==> run_1/util_map.png <==
Drawn at 2 px/um. 15 x 15 tiles, from dark blue (low) to red (high), 0 to 100% covered.
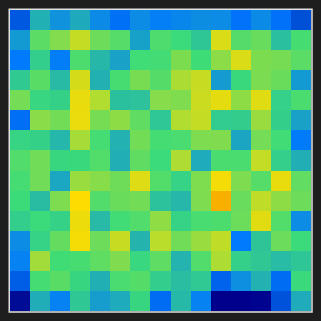
==> run_1/port_trees.png <==
Drawn at 2 px/um.
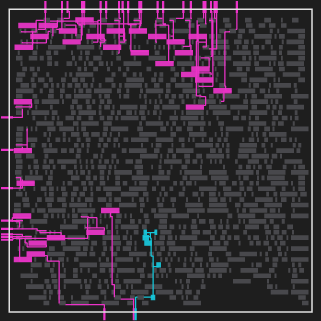
==> run_1/placed.png <==
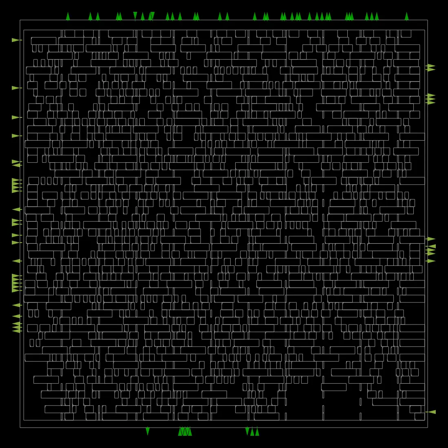
### src/rtl/svo_vmon.sv
// svo_vmon: sink for the encoded SVO video stream.
// Measures every frame between start-of-frame beats, compares the
// hsync/vsync edge counts and the active-pixel count against the timing
// parameters, keeps sticky error flags, a lock indicator, a frame counter
// and a 32-bit checksum of the active pixels of the last completed frame.
module svo_vmon #(
  parameter int SVO_HOR_PIXELS     = 640,
  parameter int SVO_VER_PIXELS     = 480,
  parameter int SVO_HOR_TOTAL      = 800,
  parameter int SVO_VER_TOTAL      = 525,
  parameter int SVO_BITS_PER_PIXEL = 18,
  parameter int LOCK_FRAMES        = 2
) (
  input  logic                          clk,
  input  logic                          resetn,
  input  logic                          enable,
  input  logic                          clear_err,
  input  logic                          in_axis_tvalid,
  output logic                          in_axis_tready,
  input  logic [SVO_BITS_PER_PIXEL-1:0] in_axis_tdata,
  input  logic [3:0]                    in_axis_tuser,
  output logic                          locked,
  output logic                          err_sof,
  output logic                          err_hsync,
  output logic                          err_vsync,
  output logic                          err_blank,
  output logic [15:0]                   frame_count,
  output logic [31:0]                   frame_sum,
  output logic                          frame_sum_valid
);

  localparam int FRAME_BEATS = SVO_HOR_TOTAL * SVO_VER_TOTAL;
  localparam int ACT_BEATS   = SVO_HOR_PIXELS * SVO_VER_PIXELS;
  localparam int CNT_W       = $clog2(FRAME_BEATS + 1);

  // Reference values, pre-sized to the counter width.
  localparam logic [CNT_W-1:0] FRAME_BEATS_C = CNT_W'(FRAME_BEATS);
  localparam logic [CNT_W-1:0] ACT_BEATS_C   = CNT_W'(ACT_BEATS);
  localparam logic [CNT_W-1:0] HS_EDGES_C    = CNT_W'(SVO_VER_TOTAL);
  localparam logic [CNT_W-1:0] VS_EDGES_C    = CNT_W'(1);
  localparam logic [3:0]       LOCK_C        = 4'(LOCK_FRAMES);

  typedef enum logic [1:0] {
    SEARCH  = 2'd0,
    MEASURE = 2'd1,
    LOCKED  = 2'd2
  } state_t;

  state_t state;
  state_t state_nxt;

  // Per-frame measurement counters
  logic [CNT_W-1:0] bcnt;
  logic [CNT_W-1:0] hs_edges;
  logic [CNT_W-1:0] vs_edges;
  logic [CNT_W-1:0] act_cnt;
  logic [31:0]      sum;
  logic [3:0]       clean_cnt;

  // Sync levels of the previous accepted beat, for edge detection
  logic hs_prev;
  logic vs_prev;

  // Beat decode
  logic        beat;
  logic        sof;
  logic        hs_rise;
  logic        vs_rise;
  logic        act;
  logic [31:0] pix;
  logic        at_end;

  // Frame evaluation
  logic       hs_bad;
  logic       vs_bad;
  logic       act_bad;
  logic       frame_bad;
  logic [3:0] clean_next;

  // Control decisions for the current cycle
  logic restart;
  logic accumulate;
  logic frame_done;
  logic sof_err;

  // Clean-frame counter increment, saturating at the lock threshold.
  function automatic logic [3:0] clean_inc(input logic [3:0] cnt);
    if (cnt >= LOCK_C) begin
      return LOCK_C;
    end
    return cnt + 4'd1;
  endfunction

  assign in_axis_tready = enable;

  assign beat    = in_axis_tvalid & enable;
  assign sof     = in_axis_tuser[0];
  assign hs_rise = in_axis_tuser[1] & ~hs_prev;
  assign vs_rise = in_axis_tuser[2] & ~vs_prev;
  assign act     = ~in_axis_tuser[3];
  assign pix     = 32'(in_axis_tdata);
  assign at_end  = (bcnt == FRAME_BEATS_C);

  assign hs_bad     = (hs_edges != HS_EDGES_C);
  assign vs_bad     = (vs_edges != VS_EDGES_C);
  assign act_bad    = (act_cnt != ACT_BEATS_C);
  assign frame_bad  = hs_bad | vs_bad | act_bad;
  assign clean_next = clean_inc(clean_cnt);

  // State register
  always_ff @(posedge clk or negedge resetn) begin
    if (!resetn) begin
      state <= SEARCH;
    end else begin
      state <= state_nxt;
    end
  end

  // Next-state and per-beat control decisions
  always_comb begin
    state_nxt  = state;
    restart    = 1'b0;
    accumulate = 1'b0;
    frame_done = 1'b0;
    sof_err    = 1'b0;
    if (beat) begin
      case (state)
        SEARCH: begin
          if (sof) begin
            state_nxt = MEASURE;
            restart   = 1'b1;
          end
        end
        default: begin
          if (sof) begin
            // The sof beat always opens a new frame, timely or not.
            restart = 1'b1;
            if (at_end) begin
              frame_done = 1'b1;
              if (!frame_bad && clean_next == LOCK_C) begin
                state_nxt = LOCKED;
              end else begin
                state_nxt = MEASURE;
              end
            end else begin
              sof_err   = 1'b1;
              state_nxt = MEASURE;
            end
          end else if (at_end) begin
            // Frame is over but no sof arrived: resynchronise from scratch.
            sof_err   = 1'b1;
            state_nxt = SEARCH;
          end else begin
            accumulate = 1'b1;
          end
        end
      endcase
    end
  end

  // Per-frame counters; a restart loads the sof beat's own contribution
  always_ff @(posedge clk or negedge resetn) begin
    if (!resetn) begin
      bcnt     <= '0;
      hs_edges <= '0;
      vs_edges <= '0;
      act_cnt  <= '0;
      sum      <= '0;
    end else if (restart) begin
      bcnt     <= CNT_W'(1);
      hs_edges <= CNT_W'(hs_rise);
      vs_edges <= CNT_W'(vs_rise);
      act_cnt  <= CNT_W'(act);
      sum      <= act ? pix : 32'd0;
    end else if (accumulate) begin
      bcnt     <= bcnt + CNT_W'(1);
      hs_edges <= hs_edges + CNT_W'(hs_rise);
      vs_edges <= vs_edges + CNT_W'(vs_rise);
      act_cnt  <= act_cnt + CNT_W'(act);
      sum      <= act ? (sum + pix) : sum;
    end
  end

  // Previous sync samples follow every beat in every state
  always_ff @(posedge clk or negedge resetn) begin
    if (!resetn) begin
      hs_prev <= 1'b0;
      vs_prev <= 1'b0;
    end else if (beat) begin
      hs_prev <= in_axis_tuser[1];
      vs_prev <= in_axis_tuser[2];
    end
  end

  // Clean-frame run length and the lock indicator
  always_ff @(posedge clk or negedge resetn) begin
    if (!resetn) begin
      clean_cnt <= '0;
      locked    <= 1'b0;
    end else begin
      if (frame_done) begin
        clean_cnt <= frame_bad ? 4'd0 : clean_next;
      end else if (sof_err) begin
        clean_cnt <= 4'd0;
      end
      locked <= (state_nxt == LOCKED);
    end
  end

  // Completed-frame results: checksum, its strobe and the frame counter
  always_ff @(posedge clk or negedge resetn) begin
    if (!resetn) begin
      frame_sum       <= '0;
      frame_sum_valid <= 1'b0;
      frame_count     <= '0;
    end else begin
      frame_sum_valid <= frame_done;
      if (frame_done) begin
        frame_sum   <= sum;
        frame_count <= frame_count + 16'd1;
      end
    end
  end

  // Sticky error flags; a newly detected error wins over clear_err
  always_ff @(posedge clk or negedge resetn) begin
    if (!resetn) begin
      err_sof   <= 1'b0;
      err_hsync <= 1'b0;
      err_vsync <= 1'b0;
      err_blank <= 1'b0;
    end else begin
      err_sof   <= (err_sof & ~clear_err) | sof_err;
      err_hsync <= (err_hsync & ~clear_err) | (frame_done & hs_bad);
      err_vsync <= (err_vsync & ~clear_err) | (frame_done & vs_bad);
      err_blank <= (err_blank & ~clear_err) | (frame_done & act_bad);
    end
  end

endmodule

### config.mk
export PLATFORM = sky130hd
export DESIGN_NAME = svo_vmon
export DESIGN_NICKNAME = d
export VERILOG_FILES = /design/src/rtl/svo_vmon.sv
export SDC_FILE = /design/constraint.sdc
export NUM_CORES = 1
export LEC_CHECK = 0
export CAP_MARGIN = 10
export CELL_PAD_IN_SITES_DETAIL_PLACEMENT = 1
export CELL_PAD_IN_SITES_GLOBAL_PLACEMENT = 1
export CORE_UTILIZATION = 40
export CTS_CLUSTER_SIZE = 16
export DETAILED_ROUTE_END_ITERATION = 8
export PLACE_DENSITY_LB_ADDON = 0.05
export SYNTH_ARGS = -nofsm -noshare
export SYNTH_HDL_FRONTEND = slang
export SYNTH_SLANG_ARGS = --single-unit
### constraint.sdc
create_clock -name clk -period 2.72 [get_ports clk]
set_input_delay 0.408 -clock clk [delete_from_list [all_inputs] [get_ports clk]]
set_output_delay 0.408 -clock clk [all_outputs]
set_load 0.05 [all_outputs]
==> summary.rpt, run 1 <==
=== SYNTHESIS / PLACE & ROUTE SUMMARY ===
----------------------------------------------------
[Status]
  Status ........................ completed

[Finish]
  Most frequently placed logic cell in the final layout ........................ nand2_1
  Layout inverter count without the clock tree ........................ 23
  Non-clock buffer contribution to total cell area ........................ 0.138
  Area occupied by registers ........................ between 4000 and 5000 um^2
  Number of sequential cells ........................ 170
  Layout clock buffer count ........................ 18
  Clock-cell share of area ........................ 0.0507
  Layout-stage area growth over the synthesis result ........................ 28.2%
  Fraction of area in multi-input gates ........................ 0.398
  Share of the final layout cell area in sequential cells ........................ 0.376
  Comb. cell area ........................ 4510 um^2
  Final antenna diode count ........................ 0
  Nets ........................ roughly 1200
  Share of cells above drive strength 1 ........................ 0.138
  Utilization after layout ........................ 0.530

[Logic synthesis]
  Most used DFF post-synth ........................ dfrtp_1
  Cell Area, Synth ........................ slightly below 9000 um^2
  Count of flip-flops with a built-in enable after synthesis ........................ 0
  Post-synth top area cell ........................ dfrtp_1
  Top-count cell post-synth ........................ nand2_1
  Top cell types by occurrence after synthesis ........................ nand2_1 (174), dfrtp_1 (170), nor2_1 (114)
  Fraction of registers with async set/reset ........................ 1.00
  Cell count after synthesis ........................ 957
  Synthesized registers ........................ 170
  Post-Syn Nets ........................ 1016
  Arithmetic-cell share of the synthesized area counting full adders, half adders and majority gates ........................ 0.0462
  Chip Area, Yosys ........................ 8830 um^2
  Share of the yosys chip area belonging to registers ........................ 0.482
  Post-Syn Area per Cell ........................ 9.23 um^2
  Total cells reported by yosys after synthesis ........................ 957
  Area share of the leading cell type in the synthesized netlist ........................ 0.482
  Xor/xnor cell area share of the yosys netlist ........................ 0.0972
  Yosys warns ........................ 0
  Distinct cells, synth ........................ 60
  Top logic cell family in the synthesized netlist ........................ simple AND/OR/NAND/NOR gates
  Cell area leaders ........................ dfrtp_1 (48%), nand2_1 (7.4%), xor2_1 (5.4%)
  And+or+nand+nor area frac ........................ 0.239
  And-or/or-and share of the synthesized area ........................ 0.105

[Floorplan]
  Die X-Extent ........................ between 150 and 200 um
  Tapcells ........................ 275

[Setup path]
  CP max stage cell ........................ dfrtp_1
  Required time of the critical path ........................ approximately 3 ns
  Critical Path End Type ........................ flop
  Reg2reg start ........................ bcnt[10]
  Largest delay contributor family on the critical path ........................ simple AND/OR/NAND/NOR gates
  Crit Path Category ........................ flop to flop
  Slack of the worst reg-to-reg path ........................ 0.15 ns
  Critical path capture point ........................ frame_count[15]
  Critical Path Start ........................ bcnt[10]
  Top cell by count, worst path ........................ nand2_2
  Critical R2R Capture ........................ frame_count[15]
  Count of buffer and inverter cells on the critical path ........................ 2
  Delay contributed by the slowest stage of the critical path ........................ 0.39 ns
  Worst-path cell chain ........................ nor4bb_2 > nand2_1 > nor3_2 > buf_4 > ha_1 > nand2_2 > clkinv_1 > and3_1 > and4_4 > nand2_2 > nor3_4 > xor2_1
  Worst path arrival time ........................ 2.93 ns
  CP Depth ........................ 12
  Crit Path Max Fanout ........................ 4

[Power and ir drop]
  Total power draw ........................ 7060 uW
  Power of the combinational group ........................ 1740 uW
  Leading power group ........................ registers
  Sequential share of power ........................ 0.408
  PD cells ........................ 623 nW/um^2
  Leakage power ........................ 0.00533 uW
  Fraction of power spent switching nets ........................ 0.311
  VDD IR-drop max ........................ 334 uV
  P_sw ........................ about 2200 uW
  Logic pwr share ........................ 0.247
  Internal power component ........................ slightly below 5000 uW

[Global route]
  Vias in the first global route ........................ 7833
  First-pass GRT wire length ........................ about 40000 um
  Sum of overflow across all layers after global routing ........................ 0
  Initial antenna violation count ........................ 0
  Met3 Track Usage GR ........................ 0.0330
  Pin count of the biggest net entering global routing ........................ about 79
  Met2 track utilization from global routing ........................ 0.385
  GRT Max-Usage Layer ........................ met2

[Placement]
  Routability Congestion ........................ 0.864
  Setup slack at placement ........................ -0.321 ns
  Placed cell count ........................ 1379
  Placed standard-cell area ........................ about 11000 um^2
  Placed wire-length estimate after detailed placement ........................ approximately 17000 um

[Routing]
  Detailed route wirelength on metal3 ........................ 509 um
  Aggregate routed wire length ........................ approximately 24000 um
  Number of vias after detailed routing ........................ 7457
  Number of nets with antenna violations after routing ........................ 0
  Iteration tally of the first detailed-router pass ........................ 4
  Average vias per placed instance ........................ 5.28
  Highest metal layer used by the detailed router ........................ met4
  WL met1 ........................ ~11000 um
  Post-DR wirelength/cell ........................ 16.8 um
  Number of DRC violations after detailed routing ........................ 0

[CTS]
  Clock Sinks ........................ 170
  Clock tree from TritonCTS ........................ done
  CTS buffer count ........................ 17
  H-tree level count ........................ 4
  Post-CTS Hold Buffers ........................ 1
  Clock slew at reported path FFs ........................ 0.07 ns
  Clock Root Buffer ........................ clkbuf_16
  Clock latency of the later-clocked register in the worst-skew pair ........................ 0.43 ns
  CTS-repair resized insts ........................ 3

[Timing]
  Clock tree skew after final layout ........................ 0.0105 ns
  Setup tns final ........................ 0 ns
  Share of the clock period used by the worst path ........................ 0.944
  Hold Worst Slack ........................ 0.440 ns
  Number of slew-limit violations in the final report ........................ 0
  Final tally of setup violations ........................ 0
  Worst setup slack after layout ........................ between 0.15 and 0.2 ns
  Final hold violation count ........................ 0

[Job]
  Total tool warning count ........................ 30
  Max-Cap Viols ........................ 0

----------------------------------------------------
-- util_map.png (at the start) --
- emptiest ninth of the die: bottom right
- fullest tile: 80%
- nearly empty tiles: 1.3%
- mean over tiles: 48%
- tiles over 75% full: 0.40%

-- port_trees.png (at the start) --
- cyan: in_axis_tvalid (bits 1; direction input; end cells 6; buffers 1; wire 57.4 um)
- magenta: frame_sum (bits 32; direction output; end cells 32; buffers 32; wire 1060 um)
# port buffers: 81
I/O pin cnt: 82

-- placed.png (at the start) --
number of standard cells in the final layout excluding fillers: 1412
number of placement rows: 53
Core Region: 21400 um^2
number of inserted filler cells in the final layout: 2463

==> run 2: changes to the inputs <==
CAP_MARGIN = 20   (was 10)
SKIP_CTS_REPAIR_TIMING = 1   (was unset)
SKIP_LAST_GASP = 1   (was unset)
==> run_2/sizing.png <==
Drawn at 2 px/um.
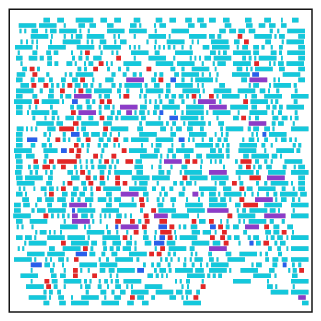
- red: x3 and x4 (cells 109)
- blue: x2 (cells 21)
- purple: x6 and larger (cells 25)
- cyan: x1 and smaller (cells 981)

==> run_2/util_map.png <==
Drawn at 2 px/um. 15 x 15 tiles, from dark blue (low) to red (high), 0 to 100% covered.
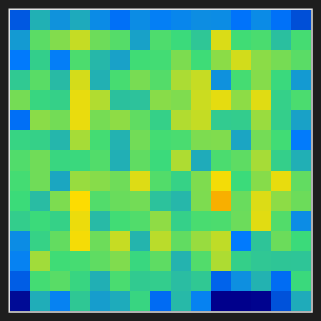
- mean over tiles: 48%
- nearly empty tiles: 1.3%
- emptiest ninth of the die: bottom right
- tiles over 75% full: 0.40%
- fullest tile: 80%

==> run 2 against run 1 <==
  * Area after synthesis is the same
  * Sequential share of layout area grew 0.054 points
  * Sequential power is essentially flat
  * Critical path type unchanged
  * Via count is essentially flat
  * Total power is essentially flat
  * Global-route usage is essentially flat
  * Combinational power is essentially flat
  * Largest power group unchanged
  * Synthesized cell count is the same
  * Cell area shrank 0.14%
  * Die size is the same
==> summary.rpt, run 2 <==
=== SYNTHESIS / PLACE & ROUTE SUMMARY ===
----------------------------------------------------
[Global route]
  Pin count of the biggest net entering global routing ........................ approximately 79
  First-pass GRT wire length ........................ 39700 um
  GRT Max-Usage Layer ........................ met2
  Sum of overflow across all layers after global routing ........................ 0
  Vias in the first global route ........................ around 8000
  Initial antenna violation count ........................ 0
  Met3 Track Usage GR ........................ 0.0330
  Met2 track utilization from global routing ........................ 0.384

[Setup path]
  Worst-path cell chain ........................ nor4bb_2 > nand2_1 > nor3_2 > buf_4 > ha_1 > nand2_1 > clkinv_1 > and3_1 > and4_1 > nand2_1 > nor3_2 > xor2_1
  Reg2reg start ........................ bcnt[10]
  Critical Path Start ........................ bcnt[10]
  Crit Path Max Fanout ........................ 4
  Top cell by count, worst path ........................ nand2_1
  CP Depth ........................ 12
  Critical Path End Type ........................ flop
  Delay contributed by the slowest stage of the critical path ........................ 0.39 ns
  Slack of the worst reg-to-reg path ........................ between 0.1 and 0.15 ns
  Worst path arrival time ........................ between 2 and 3 ns
  Crit Path Category ........................ flop to flop
  Required time of the critical path ........................ 3.08 ns
  Largest delay contributor family on the critical path ........................ simple AND/OR/NAND/NOR gates
  CP max stage cell ........................ dfrtp_1
  Count of buffer and inverter cells on the critical path ........................ 2

[Finish]
  Area occupied by registers ........................ 4250 um^2
  Clock-cell share of area ........................ 0.0508
  Final antenna diode count ........................ 0
  Comb. cell area ........................ 4500 um^2
  Design Area, Final ........................ 11300 um^2
  Share of the final layout cell area in sequential cells ........................ 0.376
  Number of sequential cells ........................ 170
  Number of inserted filler cells in the final layout ........................ 2467
  Layout clock buffer count ........................ 18
  Non-clock buffer contribution to total cell area ........................ 0.137
  Most frequently placed logic cell in the final layout ........................ nand2_1
  Number of logic gates ........................ 736
  Fraction of area in multi-input gates ........................ 0.398
  Largest cell class ........................ combinational gates
  Number of standard cells in the final layout excluding fillers ........................ roughly 1400
  Utilization after layout ........................ 0.529
  Share of cells above drive strength 1 ........................ 0.136

[CTS]
  Clock latency of the later-clocked register in the worst-skew pair ........................ about 0.43 ns
  Clock tree from TritonCTS ........................ done
  Clock Sinks ........................ 170
  Clock Root Buffer ........................ clkbuf_16
  H-tree level count ........................ 4
  CTS buffer count ........................ 17
  Clock slew at reported path FFs ........................ 0.07 ns

[Floorplan]
  Number of placement rows ........................ around 53
  Die X-Extent ........................ 151 um
  I/O pin cnt ........................ 82
  Tapcells ........................ 275

[Timing]
  Worst setup slack after layout ........................ about 0.15 ns
  Clock tree skew after final layout ........................ 0.0119 ns
  Hold Worst Slack ........................ 0.441 ns
  Setup tns final ........................ 0 ns
  Final hold violation count ........................ 0
  Final tally of setup violations ........................ 0
  Share of the clock period used by the worst path ........................ 0.945
  Number of slew-limit violations in the final report ........................ 0

[Logic synthesis]
  Xor/xnor cell area share of the yosys netlist ........................ 0.0972
  Post-Syn Area per Cell ........................ 9.23 um^2
  Fraction of registers with async set/reset ........................ 1.00
  Mux share ........................ 0.00794
  Yosys warns ........................ 0
  And-or/or-and share of the synthesized area ........................ 0.105
  Post-Syn Nets ........................ approximately 1000
  Top cell types by occurrence after synthesis ........................ nand2_1 (174), dfrtp_1 (170), nor2_1 (114)
  And+or+nand+nor area frac ........................ 0.239
  Distinct cells, synth ........................ 60
  Top logic cell family in the synthesized netlist ........................ simple AND/OR/NAND/NOR gates
  Top-count cell post-synth ........................ nand2_1
  Cell Area, Synth ........................ 8830 um^2
  Count of flip-flops with a built-in enable after synthesis ........................ 0
  Share of the yosys chip area belonging to registers ........................ 0.482
  Most used DFF post-synth ........................ dfrtp_1
  Post-synth top area cell ........................ dfrtp_1
  Synthesized registers ........................ 170
  Cell area leaders ........................ dfrtp_1 (48%), nand2_1 (7.4%), xor2_1 (5.4%)
  Arithmetic-cell share of the synthesized area counting full adders, half adders and majority gates ........................ 0.0462
  Area share of the leading cell type in the synthesized netlist ........................ 0.482
  Total cells reported by yosys after synthesis ........................ 957

[Job]
  Total tool warning count ........................ 30

[Power and ir drop]
  PD cells ........................ about 620 nW/um^2
  Fraction of power spent switching nets ........................ 0.312
  Internal power component ........................ around 4900 uW
  VDD IR-drop max ........................ 336 uV
  P_sw ........................ 2200 uW
  Sequential share of power ........................ 0.408
  Power of the combinational group ........................ 1740 uW
  Total power draw ........................ 7060 uW
  Leakage power ........................ approximately 0.0053 uW
  Logic pwr share ........................ 0.247
  Leading power group ........................ registers

[Placement]
  Placed wire-length estimate after detailed placement ........................ 17300 um
  Setup slack at placement ........................ -0.321 ns
  Placed standard-cell area ........................ about 11000 um^2
  Routability Congestion ........................ between 0.8 and 0.9
  Placed cell count ........................ 1379
  # port buffers ........................ 81

[Routing]
  Aggregate routed wire length ........................ 23900 um
  Highest metal layer used by the detailed router ........................ met4
  Detailed route wirelength on metal3 ........................ 574 um
  Number of vias after detailed routing ........................ 7461
  WL met1 ........................ 11300 um
  Met2 wirelength from detailed routing ........................ 11700 um
  Number of nets with antenna violations after routing ........................ 0
  Number of DRC violations after detailed routing ........................ 0
  Post-DR wirelength/cell ........................ between 15 and 20 um

[Status]
  Status ........................ completed

----------------------------------------------------
No activity file was given, so power comes from the tool's default toggle rates.
